### Met1 routing, run 1

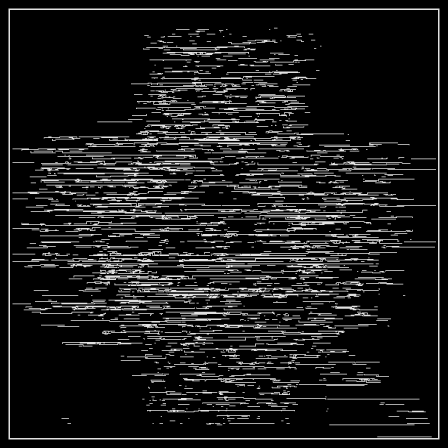
### Met2 routing, run 1

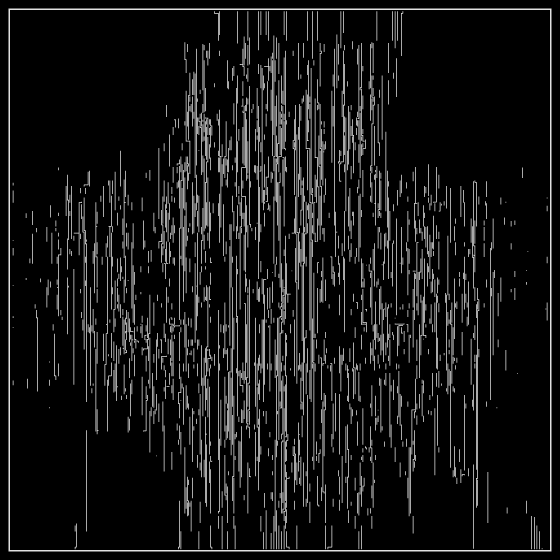
### Met3 routing, run 1

The bar under the picture is 50 µm long. Cells faint in the background.
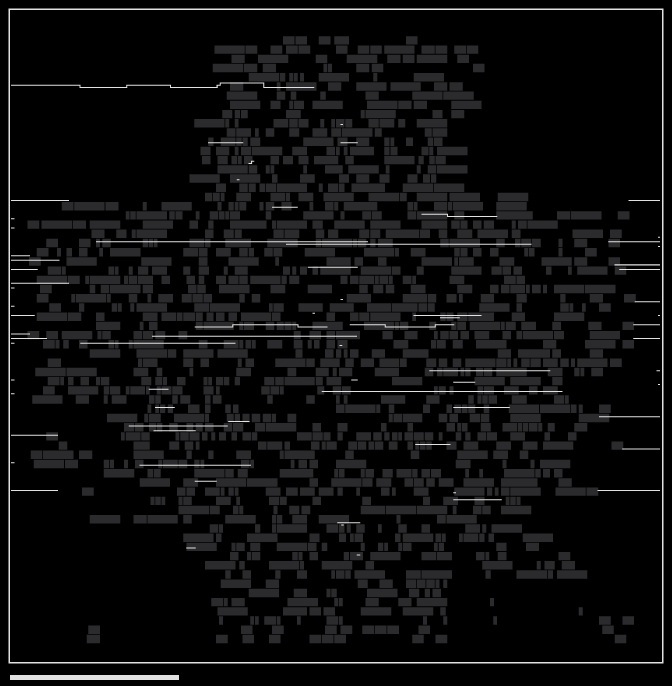
### src/rtl/fib_member_check.sv
// Sequential Fibonacci membership checker: walks the sequence one term per clock and reports
// membership, the matching/lower index and the largest term not exceeding the latched operand.
module fib_member_check #(
  parameter int unsigned WIDTH = 32,
  parameter int unsigned IDX_W = 7
) (
  input  logic             clk,
  input  logic             reset,
  input  logic             go_i,
  input  logic [WIDTH-1:0] number,
  output logic             result,
  output logic             done,
  output logic             busy,
  output logic [IDX_W-1:0] fib_index,
  output logic [WIDTH-1:0] fib_lower,
  output logic [3:0]       state
);

  typedef enum logic [3:0] {
    StIdle         = 4'd0,
    StIter         = 4'd1,
    StDoneFound    = 4'd7,
    StDoneNotFound = 4'd8
  } state_e;

  state_e           state_q, state_d;
  logic [WIDTH-1:0] n_q, n_d;
  logic [WIDTH:0]   a_q, a_d;
  logic [WIDTH:0]   b_q, b_d;
  logic [IDX_W-1:0] k_q, k_d;
  logic             result_q, result_d;
  logic [IDX_W-1:0] index_q, index_d;
  logic [WIDTH-1:0] lower_q, lower_d;
  logic [WIDTH:0]   n_ext;

  // Terms are one bit wider than the operand so b can exceed any WIDTH-bit n without wrapping.
  assign n_ext = {1'b0, n_q};

  always_comb begin
    state_d  = state_q;
    n_d      = n_q;
    a_d      = a_q;
    b_d      = b_q;
    k_d      = k_q;
    result_d = result_q;
    index_d  = index_q;
    lower_d  = lower_q;
    case (state_q)
      StIdle: begin
        if (go_i) begin
          n_d     = number;
          a_d     = '0;
          b_d     = {{WIDTH{1'b0}}, 1'b1};
          k_d     = '0;
          state_d = StIter;
        end
      end
      StIter: begin
        if (a_q == n_ext) begin
          result_d = 1'b1;
          index_d  = k_q;
          lower_d  = a_q[WIDTH-1:0];
          state_d  = StDoneFound;
        end else if (b_q > n_ext) begin
          result_d = 1'b0;
          index_d  = k_q;
          lower_d  = a_q[WIDTH-1:0];
          state_d  = StDoneNotFound;
        end else begin
          a_d = b_q;
          b_d = a_q + b_q;
          k_d = k_q + IDX_W'(1);
        end
      end
      StDoneFound, StDoneNotFound: begin
        if (!go_i) begin
          state_d = StIdle;
        end
      end
      default: state_d = StIdle;
    endcase
  end

  always_ff @(posedge clk or negedge reset) begin
    if (!reset) begin
      state_q  <= StIdle;
      n_q      <= '0;
      a_q      <= '0;
      b_q      <= '0;
      k_q      <= '0;
      result_q <= 1'b0;
      index_q  <= '0;
      lower_q  <= '0;
    end else begin
      state_q  <= state_d;
      n_q      <= n_d;
      a_q      <= a_d;
      b_q      <= b_d;
      k_q      <= k_d;
      result_q <= result_d;
      index_q  <= index_d;
      lower_q  <= lower_d;
    end
  end

  assign result    = result_q;
  assign fib_index = index_q;
  assign fib_lower = lower_q;
  assign state     = state_q;
  assign busy      = (state_q == StIter);
  assign done      = (state_q == StDoneFound) || (state_q == StDoneNotFound);

endmodule

### config.mk
export PLATFORM = sky130hd
export DESIGN_NAME = fib_member_check
export DESIGN_NICKNAME = d
export VERILOG_FILES = /design/src/rtl/fib_member_check.sv
export SDC_FILE = /design/constraint.sdc
export NUM_CORES = 1
export LEC_CHECK = 0
export CAP_MARGIN = 20
export CORE_MARGIN = 5
export CORE_UTILIZATION = 25
export DETAILED_ROUTE_END_ITERATION = 8
export PLACE_DENSITY = 0.44
export SYNTH_ARGS = -nofsm -noshare
export SYNTH_HDL_FRONTEND = slang
export SYNTH_SLANG_ARGS = --single-unit
### constraint.sdc
create_clock -name clk -period 2.9 [get_ports clk]
set_clock_uncertainty 0.2 [all_clocks]
set_input_delay 0.58 -clock clk [delete_from_list [all_inputs] [get_ports clk]]
set_output_delay 0.58 -clock clk [all_outputs]
set_load 0.02 [all_outputs]
==> results.cfg, run 1 <==
; flow metrics
[power_and_ir_drop]
power.share.sequential_pct = 26.6
clock_power_share_pct = 20.8
power.share.switching_pct = 38.52
p_comb_uw = 5930

[logic_synthesis]
mappedNetlistNets = 971
synth_chip_area_mm2 = 0.008334
synth_cell_type_count = 53
top_cell_type_by_total_area_after_synthesis = sky130_fd_sc_hd__dfrtp_1
synth-seq-cells = 148
flip_flops_with_a_built_in_enable = 0
ys.flop_type = sky130_fd_sc_hd__dfrtp_1
top_cell = sky130_fd_sc_hd__nand2_1
yosysCellCount = 870

[status]
run_status = complete, but fails checks
violations = setup timing

[grt]
antenna_found_initial = 1
first_global_vias = 7348
grt_max_degree = 55
globalRoute.totalOverflow = 0
grt_first_pass_wirelength_mm = 41.86

[clocking]
cts.htree.levels = 4
cts_repair_resize_count = 70
cts_tree = done
clock_latency_ns = 0.44
cts-root-to-sink-buffers = 2

[finish]
logic_gates = 641
layout_top_cells = sky130_fd_sc_hd__buf_4, sky130_fd_sc_hd__dfrtp_1, sky130_fd_sc_hd__nand2_1
clockNetworkAreaShare_pct = 4.887
layout.cells.most_common = sky130_fd_sc_hd__buf_4
postLayoutCoreUtil_pct = 37.66
layout_cell_share_with_drive_strength_beyond_1_pct = 30.25
bufAreaShareNonClock_pct = 20.32
num_antenna_cells = 0

[worst_setup_path]
critPathMaxStageDelay_ns = 0.39
path_depth = 12
critical_path.endpoint = b_q[31]$_DFFE_PN0P_
crit_buf_inv = 2
setup.worst_path.start = n_q[2]$_DFFE_PN0P_
regToRegStartpoint = n_q[2]$_DFFE_PN0P_
r2r_end = b_q[31]$_DFFE_PN0P_
worst_r2r_path_depth = 12

[placement]
dp_slack_ns = -0.3308
dpl-instance-area_mm2 = 0.01076
dpl.cell_count = 1506

[routing]
post_drt_via_cell_ratio = 4.528
detail_route.first_pass.iterations = 4

[worst_hold_path]
worstHoldStart = fib_lower[9]$_DFFE_PN0P_
whs_path_depth = 1

[sta]
worst_slack_ns = -0.2230
rsz0062_at_grt = true
setup_viols_final = 113
transition_at_the_pin_with_the_smallest_max_transition_slack_ns = 0.6248
clock.fmax_ghz = 0.3202
finalWorstPathRequiredPeriod_ns = 3.123
worst_slew_margin_rel_pct = 57.90
timing.hold.ws_ns = 0.3033
slew_violations = 0

[run]
tool_warnings = 28
maxCapViolations = 0

[floorplan]
core_footprint_mm2 = 0.03270
die_area_mm2 = 0.03709
-- 'Met1 routing' (at the start) --
The wires run mostly horizontal. The layer holds 49% of the routed length. 1121 nets have wire on it. The layer carries 13000 µm of wire. The longest straight run is 72.2 µm.
total via count in the routed design: 7091
routing usage on met1: 20.32%
total length of routed wires: 26.71 mm

-- 'Met2 routing' (at the start) --
The longest straight run is 62.9 µm. The layer carries 12300 µm of wire. The layer holds 46% of the routed length. The wires run mostly vertical. 1020 nets have wire on it.
met2 GRT Util: 23.34%

-- 'Met3 routing' (at the start) --
The layer holds 3.8% of the routed length. The longest straight run is 80.0 µm. The wires run mostly horizontal. 57 nets have wire on it. The layer carries 1010 µm of wire.
fraction of met3 tracks used by global routing: 2.894%

-- run 1: metal layers --
| metal | up-vias | global-route usage (%) | routed length [µm] |
|---|---|---|---|
| met5 | - | 0 | 0 |
| met4 | 0 | 3.566 | 451 |
| met3 | 22 | 2.894 | 1008 |
| met2 | 96 | 23.34 | 12280 |
| met1 | 3434 | 20.32 | 12970 |
| li1 | 3539 | - | - |
-- run 1: state kept, by name, indices dropped and copies added, names as in the netlist --
name and cells:
k_q 7, state 3, fib_index 7, n_q 32
b_q 33, result 1, fib_lower 32, a_q 33
-- run 1: cell families after synthesis --
group,share of synthesized area (%)
AOI/OAI and AO/OA,16.78
xor gates and xnor gates,6.305
adders and majority gates,9.999
buffers and inverters,4.189
DFF,44.44
muxes,5.405
and+or+nand+nor,12.88
--- run 2 (diff from run 1) ---
SLEW_MARGIN = 20   (was not set)
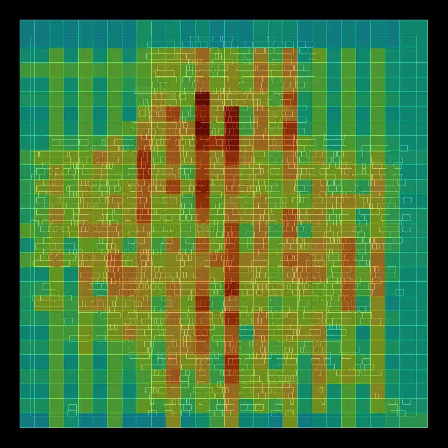
*Routing congestion map, run 2*
Tot GR Track Use: 14.60%
average routed wire per standard cell: 17.06 µm
layer with the highest usage: met2
utilization of the core after routing: 37.66%

==> run 2 against run 1 <==
The run still ends with setup timing left. Largest power group unchanged. Core utilization did not move. Register-to-register slack barely moved. Via count did not move. Worst setup slack did not move. Critical path depth did not move. Clock power barely moved. First-iteration DRC count did not move. Combinational power barely moved. Sequential cell count did not move.
==> results.cfg, run 2 <==
; flow metrics
[logic_synthesis]
ys.flop_type = sky130_fd_sc_hd__dfrtp_1
flip_flops_with_a_built_in_enable = 0
top_cell_type_by_total_area_after_synthesis = sky130_fd_sc_hd__dfrtp_1
synthTopCellsByArea = sky130_fd_sc_hd__dfrtp_1, sky130_fd_sc_hd__ha_1, sky130_fd_sc_hd__nand2_1, sky130_fd_sc_hd__mux2_2, sky130_fd_sc_hd__o21ai_0
ys_warn_count = 0
yosysCellCount = 870
synth_chip_area_mm2 = 0.008334
synth_cell_type_count = 53
top_cell = sky130_fd_sc_hd__nand2_1
synth-seq-cells = 148
mappedNetlistNets = 971

[floorplan]
top_level_ports = 81
die_area_mm2 = 0.03709
core_footprint_mm2 = 0.03270

[worst_hold_path]
worstHoldStart = fib_lower[9]$_DFFE_PN0P_
whs_path_depth = 1

[grt]
grt_util_met2_pct = 23.34
use_met3_pct = 2.894
first_global_vias = 7348
grt_max_degree = 55
globalRoute.totalOverflow = 0
antenna_found_initial = 1
grt_first_pass_wirelength_mm = 41.86
grt.met1_usage_pct = 20.32

[worst_setup_path]
path_depth = 12
setup.worst_path.start = n_q[2]$_DFFE_PN0P_
critical_path.endpoint = b_q[31]$_DFFE_PN0P_
critPathMaxStageDelay_ns = 0.39
crit_buf_inv = 2
critical_path_class = reg -> reg
worst_r2r_path_depth = 12
regToRegStartpoint = n_q[2]$_DFFE_PN0P_
r2r_end = b_q[31]$_DFFE_PN0P_

[power_and_ir_drop]
p_comb_uw = 5930
power.share.sequential_pct = 26.6
power.share.switching_pct = 38.52
clock_power_share_pct = 20.8
power.internal_uw = 6937

[clocking]
cts_tree = done
cts_repair_resize_count = 70
clock_latency_ns = 0.44
cts.htree.levels = 4
cts-root-to-sink-buffers = 2

[sta]
transition_at_the_pin_with_the_smallest_max_transition_slack_ns = 0.6248
slew_violations = 0
worst_slew_margin_rel_pct = 57.90
rsz0062_at_grt = true
clock.fmax_ghz = 0.3202
worst_slack_ns = -0.2230
finalWorstPathRequiredPeriod_ns = 3.123
setup_viols_final = 113

[finish]
layout.cells.most_common = sky130_fd_sc_hd__buf_4
top_regs = a_q x33, b_q x33
dominant_cells = combinational gates
num_antenna_cells = 0
layout_cell_share_with_drive_strength_beyond_1_pct = 30.25
clockNetworkAreaShare_pct = 4.887
logic_gates = 641
bufAreaShareNonClock_pct = 20.32
layout_top_cells = sky130_fd_sc_hd__buf_4, sky130_fd_sc_hd__dfrtp_1, sky130_fd_sc_hd__nand2_1

[routing]
maxUsedRoutingLayer = met4
drt_drc_violations_left = 0
postRouteWirelength_mm = 26.71
detail_route.first_pass.iterations = 4
met3_wirelength_mm = 1.008
post_drt_via_cell_ratio = 4.528
route.layer.met1.wl_mm = 12.97
num_vias = 7091
wl_met2_mm = 12.28

[run]
tool_warnings = 28
maxCapViolations = 0

[status]
run_status = complete, but fails checks
violations = setup timing

[placement]
dpl-instance-area_mm2 = 0.01076
dpl.cell_count = 1506
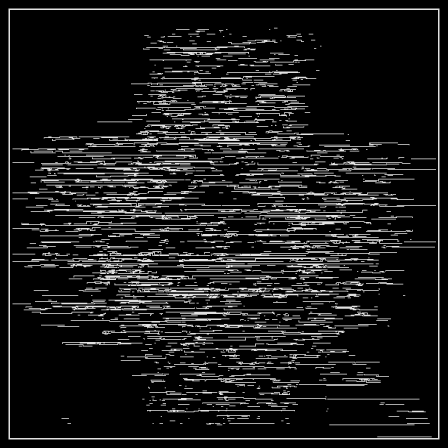
*Met1 routing, run 2*
1121 nets have wire on it. The layer holds 49% of the routed length. The layer carries 13000 µm of wire.

[run 2: logic make-up after synthesis]
group | after synthesis | share of synthesized area (%)
flops | 148 | 44.44
compound gates | 231 | 16.78
buf+inv | 83 | 4.189
mux | 40 | 5.405
xor+xnor | 60 | 6.305
simple gates | 242 | 12.88
fa+ha+maj | 66 | 9.999
[run 2: through the flow]
stage	util (%)	power, µW	setup slack [ns]	hold WS [ns]
after floorplan	-	5836	0.0002318	0.08441
after global placement	32.89	8299	-0.2541	0.2875
after detailed placement	32.89	8317	-0.3308	0.2743
after CTS	36.33	11100	-0.2750	0.3081
after global routing	37.66	12160	-0.3086	0.3229
final	37.66	11280	-0.2230	0.3033
### Metal 4, run 2

The bar under the picture is 50 µm long.
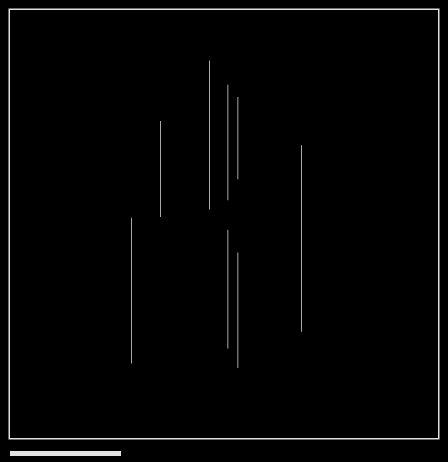

--- run 3 (diff from run 2) ---
CORE_UTILIZATION = 52   (was 25)
PLACE_DENSITY = 0.78   (was 0.44)
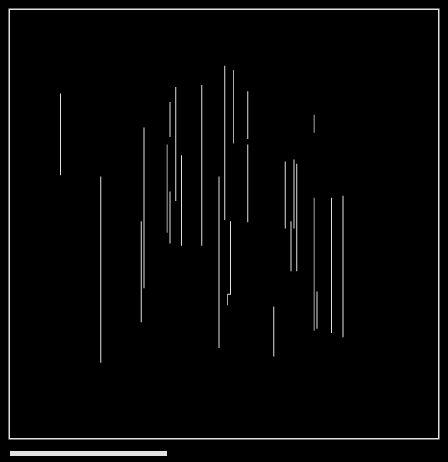
*Metal 4, run 3*
The bar under the picture is 50 µm long.
The layer carries 787 µm of wire. 22 nets have wire on it. The layer holds 3.2% of the routed length. The wires run mostly vertical.
total via count in the routed design: 7344
total length of routed wires: 24.35 mm

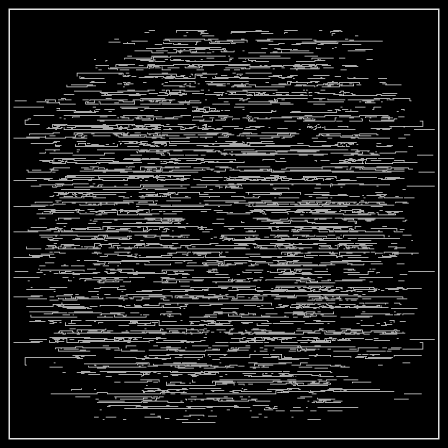
*Met1 routing, run 3*
The wires run mostly horizontal. The layer holds 44% of the routed length. 1088 nets have wire on it. The layer carries 10600 µm of wire. The longest straight run is 40.9 µm.
routing usage on met1: 35.18%

==> run 3 against run 2 <==
The flow still finishes with violations (setup timing). Sequential share of layout area grew 2.0 points. Global-route usage grew 12 points. Non-clock buffer count shrank 34. Clock power shrank 5%. Via count grew 3.6%. Worst hold slack gained 0.0035 ns. Register-to-register slack gained 0.03 ns. First-iteration DRC count grew 110%. Worst setup slack gained 0.033 ns. Core utilization grew 35 points. Area after synthesis is the same. Clock-buffer cell count is the same.
==> results.cfg, run 3 <==
; flow metrics
[grt]
grt_max_degree = 71
antenna_found_initial = 0
grt.busiest_layer = met2
grtUsageTotal_pct = 26.38
grt_util_met2_pct = 43.13
globalRoute.totalOverflow = 0
grt_first_pass_wirelength_mm = 38.40
first_global_vias = 7538
use_met3_pct = 4.743

[sta]
slew_violations = 0
clock.fmax_ghz = 0.3236
worst_slew_margin_rel_pct = 60.84
rsz0062_at_grt = true
timing.hold.ws_ns = 0.3068
finalWorstPathRequiredPeriod_ns = 3.090
setup_viols_final = 80
transition_at_the_pin_with_the_smallest_max_transition_slack_ns = 0.5873
worst_slack_ns = -0.1902

[worst_setup_path]
critPathMaxStageDelay_ns = 0.39
path_depth = 12
critical_path.endpoint = b_q[28]$_DFFE_PN0P_
worst_r2r_path_depth = 12
worst-path-max-fanout = 70
regToRegStartpoint = n_q[20]$_DFFE_PN0P_
critical-path-top-delay-family = AND-OR/OR-AND gates
setup.worst_path.start = n_q[20]$_DFFE_PN0P_
crit_buf_inv = 2
r2r_end = b_q[28]$_DFFE_PN0P_
worst_setup_path_start_kind = register
critical_path_class = reg -> reg
path_cells = inv_1 -> ha_4 -> a211oi_1 -> o21ai_1 -> a2111oi_2 -> or3_1 -> o211a_1 -> o21ai_4 -> or2_4 -> buf_12 -> nand2_2 -> o31ai_4

[status]
run_status = complete, but fails checks
violations = setup timing

[logic_synthesis]
synth-simple-area-share_pct = 12.88
post_synth_fa_ha_maj_area_fraction_pct = 9.998
ys_warn_count = 0
xor_area_share_pct = 6.305
top_cell_type_by_total_area_after_synthesis = sky130_fd_sc_hd__dfrtp_1
synthAoiAreaFrac_pct = 16.78
post_synth_inst_count = 870
top_cell = sky130_fd_sc_hd__nand2_1
synthTopCellsByArea = sky130_fd_sc_hd__dfrtp_1, sky130_fd_sc_hd__ha_1, sky130_fd_sc_hd__nand2_1, sky130_fd_sc_hd__mux2_2, sky130_fd_sc_hd__o21ai_0
synth_cell_type_count = 53
mappedNetlistNets = 971
flip_flops_with_a_built_in_enable = 0
synth_chip_area_mm2 = 0.008334
ys.flop_type = sky130_fd_sc_hd__dfrtp_1
netlist_logic_family_top = AND-OR/OR-AND gates
yosysCellCount = 870
synth.area.mux_share_pct = 5.405
synth-seq-cells = 148

[power_and_ir_drop]
power.share.sequential_pct = 27.9
power.internal_uw = 6735
power_leakage_uw = 0.005442
total_power_uw = 11060
clock_power_share_pct = 20.2
power.share.switching_pct = 39.09

[finish]
nNetsFinal = 1177
postLayoutCoreUtil_pct = 72.92
layout.cells.most_common = sky130_fd_sc_hd__nand2_1
top_regs = a_q x33, b_q x33
num_antenna_cells = 0
nFillCells = 1131
layout_top_cells = sky130_fd_sc_hd__nand2_1, sky130_fd_sc_hd__dfrtp_1, sky130_fd_sc_hd__buf_4
stdcell_area_mm2 = 0.01154
layout_cell_share_with_drive_strength_beyond_1_pct = 27.00

[clocking]
cts.htree.levels = 4
hold_buffer_count_at_cts = 1
cts_repair_resize_count = 51
cts_tree = done
cts-root-to-sink-buffers = 2
clock_latency_ns = 0.43

[floorplan]
die_area_mm2 = 0.01866
core_footprint_mm2 = 0.01583
rows = 46
top_level_ports = 81

[worst_hold_path]
worstHoldStart = fib_lower[29]$_DFFE_PN0P_
whs_path_depth = 1
hold_path_class = reg -> reg

[routing]
post_drt_via_cell_ratio = 5.628
wire_per_inst_um = 18.66
wl_met2_mm = 11.81
met3_wirelength_mm = 1.121
drt_drc_violations_left = 0
route.layer.met1.wl_mm = 10.63
detail_route.first_pass.iterations = 5
maxUsedRoutingLayer = met4

[run]
tool_warnings = 28
maxCapViolations = 0

[placement]
dpl-instance-area_mm2 = 0.01023
dp_slack_ns = -0.2701
dpl.cell_count = 1251
## run 3: power by group through the flow
stage / clock network [µW] / logic, µW / registers (µW)
after floorplan: 0 / 2810 / 3020
after global placement: 0 / 4900 / 3050
after detailed placement: 0 / 4990 / 3080
after CTS: 2250 / 5330 / 3060
after global routing: 2350 / 6260 / 3150
final: 2230 / 5740 / 3090
## run 3: area by class of cell
class | count | area (µm²) | share of cell area, %
Clock buffer | 21 | 470.5 | 4.076
Inverter | 44 | 165.2 | 1.431
Timing Repair Buffer | 225 | 2059 | 17.84
Tap cell | 216 | 270.3 | 2.342
Clock inverter | 11 | 127.6 | 1.106
Multi-Input combinational cell | 640 | 4745 | 41.11
Sequential cell | 148 | 3704 | 32.09
No activity file was given, so power comes from the tool's default toggle rates.
